<file path="src/rtl/snake_pkg.sv">
// rtl/snake_pkg.sv - shared types and constants for the snake game sequencer
package snake_pkg;

  typedef enum logic [1:0] {
    DIR_L = 2'd0,
    DIR_R = 2'd1,
    DIR_U = 2'd2,
    DIR_D = 2'd3
  } dir_t;

  typedef enum logic [1:0] {
    ST_IDLE  = 2'd0,
    ST_RUN   = 2'd1,
    ST_PAUSE = 2'd2,
    ST_OVER  = 2'd3
  } state_t;

  localparam int K_CLR   = 8;
  localparam int K_PAUSE = 9;
  localparam int K_FAST  = 10;
  localparam int K_SLOW  = 11;

  localparam dir_t DIR1_RST = DIR_R;
  localparam dir_t DIR2_RST = DIR_L;

  // Opposite directions share the axis bit and differ in the sense bit.
  function automatic logic is_reversal(input dir_t a, input dir_t b);
    return (a[1] == b[1]) && (a[0] != b[0]);
  endfunction

endpackage

</file>
<file path="src/rtl/game_ctrl_dir_latch.sv">
// rtl/game_ctrl_dir_latch.sv - per-snake direction request, reversal reject and commit
module dir_latch
  import snake_pkg::*;
#(
  parameter dir_t RST_DIR = DIR_R
) (
  input  logic       clk,
  input  logic       rst,
  input  logic       clear,
  input  logic [3:0] keys,
  input  logic       commit,
  output dir_t       dir
);

  logic req_vld;
  dir_t req_dir;
  dir_t pending;
  dir_t eff_dir;

  // Lowest set key wins; the reversal test uses the direction in force after this cycle,
  // so a request arriving on a commit cycle cannot queue a 180-degree turn.
  always_comb begin
    req_vld = |keys;
    req_dir = DIR_L;
    if (keys[0])      req_dir = DIR_L;
    else if (keys[1]) req_dir = DIR_R;
    else if (keys[2]) req_dir = DIR_U;
    else if (keys[3]) req_dir = DIR_D;
    eff_dir = commit ? pending : dir;
  end

  // Pending direction follows accepted requests; committed direction follows pending on a step.
  always_ff @(posedge clk) begin
    if (rst || clear) begin
      pending <= RST_DIR;
      dir     <= RST_DIR;
    end else begin
      if (commit) dir <= pending;
      if (req_vld && !is_reversal(req_dir, eff_dir)) pending <= req_dir;
    end
  end

endmodule

</file>
<file path="src/rtl/game_ctrl.sv">
// rtl/game_ctrl.sv - game sequencer: state machine, speed, tick and step enables
module game_ctrl
  import snake_pkg::*;
#(
  parameter int TICK_BASE = 12500000,
  parameter int CNT_W     = 28
) (
  input  logic        clk,
  input  logic        rst,
  input  logic [11:0] keystroke,
  input  logic        dead1,
  input  logic        dead2,
  output logic        step1,
  output logic        step2,
  output logic [1:0]  dir1,
  output logic [1:0]  dir2,
  output logic [1:0]  clk_rate,
  output logic [1:0]  state,
  output logic        game_clear
);

  state_t           state_q, state_d;
  logic [1:0]       rate_q, rate_d;
  logic [CNT_W-1:0] cnt_q, cnt_d, period_m1;
  logic [11:8]      key_q, key_edge;
  logic             clr_e, pause_e, fast_e, slow_e;
  logic             req_any, tick, step1_d, step2_d;
  dir_t             dir1_q, dir2_q;

  assign key_edge = keystroke[11:8] & ~key_q;
  assign clr_e    = key_edge[K_CLR];
  assign pause_e  = key_edge[K_PAUSE];
  assign fast_e   = key_edge[K_FAST];
  assign slow_e   = key_edge[K_SLOW];
  assign req_any  = (|keystroke[3:0]) || (|keystroke[7:4]);

  // Tick period doubles per speed step; a tick is only meaningful while running.
  always_comb begin
    period_m1 = (CNT_W'(TICK_BASE) << rate_q) - CNT_W'(1);
    tick      = (state_q == ST_RUN) && (cnt_q == period_m1);
    step1_d   = tick && !dead1 && !clr_e;
    step2_d   = tick && !dead2 && !clr_e;
  end

  // Next game state; clear takes precedence over every other transition.
  always_comb begin
    state_d = state_q;
    if (clr_e) begin
      state_d = ST_IDLE;
    end else begin
      case (state_q)
        ST_IDLE:  if (req_any) state_d = ST_RUN;
        ST_RUN: begin
          if (dead1 && dead2) state_d = ST_OVER;
          else if (pause_e)   state_d = ST_PAUSE;
        end
        ST_PAUSE: if (pause_e) state_d = ST_RUN;
        default:  state_d = state_q;
      endcase
    end
  end

  // Saturating speed code and the tick counter, which restarts whenever the speed changes.
  always_comb begin
    rate_d = rate_q;
    if (fast_e && !slow_e && rate_q != 2'd0)      rate_d = rate_q - 2'd1;
    else if (slow_e && !fast_e && rate_q != 2'd3) rate_d = rate_q + 2'd1;

    cnt_d = cnt_q;
    if (clr_e || rate_d != rate_q)  cnt_d = '0;
    else if (state_q == ST_RUN)     cnt_d = tick ? '0 : cnt_q + CNT_W'(1);
    else if (state_q == ST_IDLE)    cnt_d = '0;
  end

  // Game state register.
  always_ff @(posedge clk) begin
    if (rst) state_q <= ST_IDLE;
    else     state_q <= state_d;
  end

  // Speed, counter, key history and registered pulse outputs.
  always_ff @(posedge clk) begin
    if (rst) begin
      rate_q     <= 2'd2;
      cnt_q      <= '0;
      key_q      <= '0;
      step1      <= 1'b0;
      step2      <= 1'b0;
      game_clear <= 1'b0;
    end else begin
      rate_q     <= rate_d;
      cnt_q      <= cnt_d;
      key_q      <= keystroke[11:8];
      step1      <= step1_d;
      step2      <= step2_d;
      game_clear <= clr_e;
    end
  end

  dir_latch #(.RST_DIR(DIR1_RST)) u_dir1 (
    .clk    (clk),
    .rst    (rst),
    .clear  (clr_e),
    .keys   (keystroke[3:0]),
    .commit (step1_d),
    .dir    (dir1_q)
  );

  dir_latch #(.RST_DIR(DIR2_RST)) u_dir2 (
    .clk    (clk),
    .rst    (rst),
    .clear  (clr_e),
    .keys   (keystroke[7:4]),
    .commit (step2_d),
    .dir    (dir2_q)
  );

  assign dir1     = dir1_q;
  assign dir2     = dir2_q;
  assign clk_rate = rate_q;
  assign state    = state_q;

endmodule
</file>
<file path="config.mk">
export PLATFORM = sky130hd
export DESIGN_NAME = game_ctrl
export DESIGN_NICKNAME = d
export VERILOG_FILES = /design/src/rtl/snake_pkg.sv /design/src/rtl/game_ctrl_dir_latch.sv /design/src/rtl/game_ctrl.sv
export SDC_FILE = /design/constraint.sdc
export NUM_CORES = 1
export LEC_CHECK = 0
export CAP_MARGIN = 30
export CORE_ASPECT_RATIO = 0.7
export CORE_MARGIN = 3
export CORE_UTILIZATION = 61
export DETAILED_ROUTE_END_ITERATION = 10
export MAX_ROUTING_LAYER = met4
export PLACE_DENSITY = 0.84
export SYNTH_ARGS = -nofsm -noshare
export SYNTH_HDL_FRONTEND = slang
export SYNTH_SLANG_ARGS = --single-unit
</file>
<file path="constraint.sdc">
create_clock -name clk -period 9.2 [get_ports clk]
set_clock_uncertainty 0.05 [all_clocks]
set_input_delay 1.84 -clock clk [delete_from_list [all_inputs] [get_ports clk]]
set_output_delay 1.84 -clock clk [all_outputs]
set_load 0.05 [all_outputs]
</file>
==> images/layer_met3.png <==
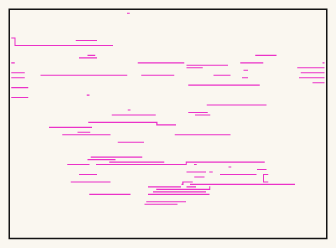
longest straight run: 28.5 µm
main direction: horizontal
wire length on this layer: 537 µm

==> images/cell_density.png <==
9 x 6 tiles, from white (low) to dark blue (high), 0 to 100% covered.
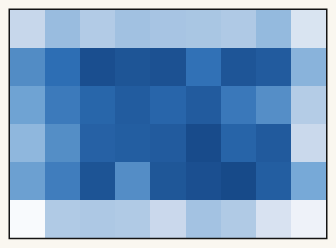
tiles over 75% full: 37%
mean over tiles: 57%
densest ninth of the die: middle
fullest tile: 90%

==> out/results.env <==
OUTCOME='complete, no violations'
CTS_MAX_PATH_BUFFERS=2
SYNTH_TOP_AREA_SHARE_PCT=33.9
FINAL.PERIOD_UTILIZATION_PCT=45.6
CLK_ROOT_BUFFER_CELL='clkbuf_8'
LIST_OF_MOST_FREQUENT_POST_SYNTHESIS_CELLS='47 x dfxtp_1, 35 x nor2_1, 32 x a21oi_1'
DETAILED_PLACE_HPWL_UM=4870
QUANTITY_OF_GATES_RESIZED_FOLLOWING_CTS=0
GRT_BUSIEST_LAYER='met1'
POWER_PER_CELL_AREA_nW_PER_UM2=136
VIA_COUNT=2703
CRITICAL_PATH_ARRIVAL_NS=4.36
CRIT_PATH_MAX_FANOUT=6
TOTALNEGATIVESETUPSLACK_NS=0
AREA_GROWTH_SYN_TO_LAYOUT_PCT=14.0
POST_SYNTH_NUM_CELL_TYPES=58
DRT_ITER0_DRC=249
SYN_AVG_CELL_AREA_UM2=7.90
GRT_MET3_USAGE_PCT=5.27
MIN_PATH_TYPE='reg -> reg'
PERIOD_NEEDED_NS=4.20
WORST_IR_DROP_VDD_uV=137
GLOBAL_ROUTING_USAGE_ON_MET1_PCT=40.2
FLOP_CELL='dfxtp_1'
DRIVE_ABOVE_1_SHARE_PCT=5.88
NUMBER_OF_FILLERS_IN_THE_FINAL_LAYOUT=311
CLOCK-SINKS=47
MAX-SLEW-MARGIN-REL_PCT=34.1
NETS=398
DRT-PASS1-ITER-COUNT=5
NUMBER_OF_ENABLE_FLIP_FLOP_CELLS=0
GRT_SETUP_UNREPAIRED='false'
REMAINING_DRC_ERRORS=0
SYNTH.MOST_COMMON_CELL='dfxtp_1'
FINAL_TALLY_OF_HOLD_VIOLATIONS=0
NUMCTSBUFFERS=5
NUMBER_OF_GLOBAL_ROUTE_VIAS_BEFORE_REPAIR=2405
DRT.ANTENNA.VIOLATING_NETS=0
WARNINGS=33
COMB_AREA_UM2=1750
CRITPATHKIND='in -> reg'
CTS_SETUP_BUFFERS=0
POSTSYNTH.ASYNCRESETSHARE_PCT=0
CAP_VIOL_MAX_COUNT=0
WORST-ENDPOINT-REQUIRED_NS=9.36
FP-UTILIZATION_PCT=67.1
YOSYS-STAT-CELLS=351
CTS_HOLD_REPAIR.BUFFERS=0
NETLIST.TOP_CELL.BY_AREA='dfxtp_1'
YOSYS_REGISTER_BITS=47
WL_PER_CELL_UM=16.2
YOSYSWARNINGCOUNT=0
MAPPEDNETLISTAREA_UM2=2770
IO_PINS=27
DETAIL_ROUTE.WIRELENGTH_UM=6920
TRACK_USAGE_PCT=27.5
CLKSLEWWORSTSETUPHOLDPATHS_NS=0.08
GLOBALROUTE.TOTALOVERFLOW=0
GP_CONGESTION=0.854
TRITONCTS_CLOCK_TREE='built'
VIAS_PER_CELL=6.35
ACHIEVABLE_CLOCK_FREQUENCY_MHz=238
CTS.HTREE.LEVELS=2
CATEGORY_OF_THE_WORST_SETUP_PATH_LAUNCH_POINT='input port'
WORSTMARGINPINSLEW_NS=0.986
GRT_START_MAX_NET_PINS=29
==> images/io_placement.png <==
Pins as bars across the die edge, other pins in gray.
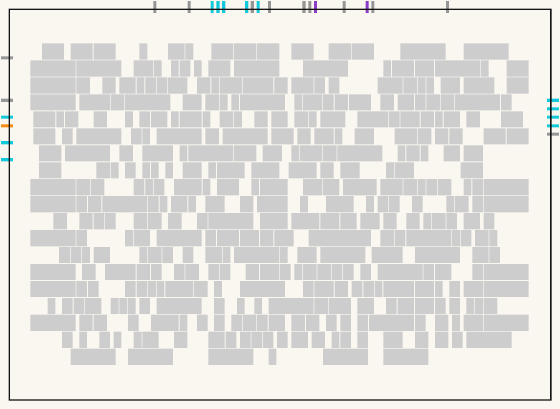
legend:
  cyan:
    port: `keystroke`
    pins: 12
    direction: input
    edge: 5 top, 4 right, 3 left
  purple:
    port: `state`
    pins: 2
    direction: output
    edge: top
  orange:
    port: `rst`
    pins: 1
    direction: input
    edge: left
quantity of I/O buffers inserted on ports: 26
horizontal extent of the die: 86.6 µm
Die Y: 62.4 µm

==> images/clk_routes.png <==
Scale bar: 20 µm.
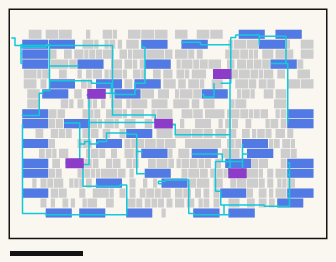
legend:
  purple:
    item: clock drivers
    count: 5
  cyan:
    item: clock wires
    length: 587 µm
  blue:
    item: flip-flops
    count: 47
flops lie: widely spread
power attributed to the clock group: 133 µW
Clock power frac: 30.9%
insertion delay of the later-clocked pin in the worst-skew pair: 0.31 ns

## final cells by class
| class | instances | area share [%] |
|---|---|---|
| clock inverters | 1 | 0.277 |
| clock buffers | 7 | 2.73 |
| well taps | 52 | 2.06 |
| inverters | 9 | 1.07 |
| multi-input cells | 283 | 55.4 |
| repair buffers | 27 | 8.70 |
| flip-flops and latches | 47 | 29.7 |
## worst max-delay path, stage by stage
cell and delay (ns):
clkdlybuf4s50_1 0.43, nor2b_1 0.19, nor4_1 0.78, nand3_1 0.28, mux2i_2 0.31, or2_1 0.17, o211ai_1 0.11, a221oi_1 0.25
## cells in the final DEF, fill, tap and decap left out, drive strengths merged, types with 3 or more instances in the layout
master         netlist  final
nand3               17     17
nor4                 6      6
or3                 11     11
nand2               27     27
nor2b               12     12
nor3                11     11
and3                11     11
xor2                 5      5
xnor2                4      4
clkbuf               8      7
a21oi               32     32
nand3b               6      6
nand4                4      4
mux2i                5      5
clkdlybuf4s50        0     26
or2                  4      4
dfxtp               47     47
a21o                 5      5
or4                  3      3
o21ai               24     24
nor2                35     35
ha                   9      9
nor3b                4      4
and2                 9      9
a31oi                6      6
nand2b               4      4
inv                  8      8
## stage by stage
step                setup slack [ns]  instances  util (%)  hold slack, ns  area [µm²]
floorplan                       5.50        351         -           0.342        2770
global placement                4.89        417      73.8           0.362        3050
detailed placement              4.77        418      74.2           0.368        3070
CTS                             5.09        426      76.5           0.383        3160
global route                    4.74        426      76.5           0.404        3160
finish                          5.00        426      76.5           0.379        3160
## per-layer routing
metal  up-vias  part of all wire, %
li1       1316                    -
met1      1263                   48
met2       109                   43
met3        15                  7.8
met4         0                  1.6
met5         -                    0
## flip-flops by register name, summed over array words and instances, names as in the netlist
register        cells
clk_rate            2
u_dir2.dir          2
u_dir2.pending      2
u_dir1.dir          2
step2               1
cnt_q              28
key_q               4
step1               1
u_dir1.pending      2
state               2
game_clear          1
## power by group
group	switching [mW]	internal [mW]
clock	0.0716	0.0617
combinational	0.0505	0.0320
sequential	0.00724	0.208
## cells by family after synthesis
| group | count (synthesis) | synth area share [%] |
|---|---|---|
| simple gates | 173 | 34.2 |
| fa+ha+maj | 9 | 4.06 |
| flops | 47 | 33.9 |
| mux | 6 | 2.62 |
| xor+xnor | 9 | 2.84 |
| compound gates | 86 | 19.3 |
| buf+inv | 21 | 3.02 |
## worst paths after layout
| path | startpoint | endpoint | slack [ns] | depth (start not counted) |
|---|---|---|---|---|
| setup / recovery | keystroke[8] | u_dir2.pending[1] | 5.00 | 8 |
| hold / removal | key_q[8] | game_clear | 0.38 | 1 |
| setup reg to reg | clk_rate[0] | cnt_q[7] | 5.69 | 11 |
| hold reg to reg | key_q[8] | game_clear | 0.38 | 1 |
Power and IR drop assume default switching activity.
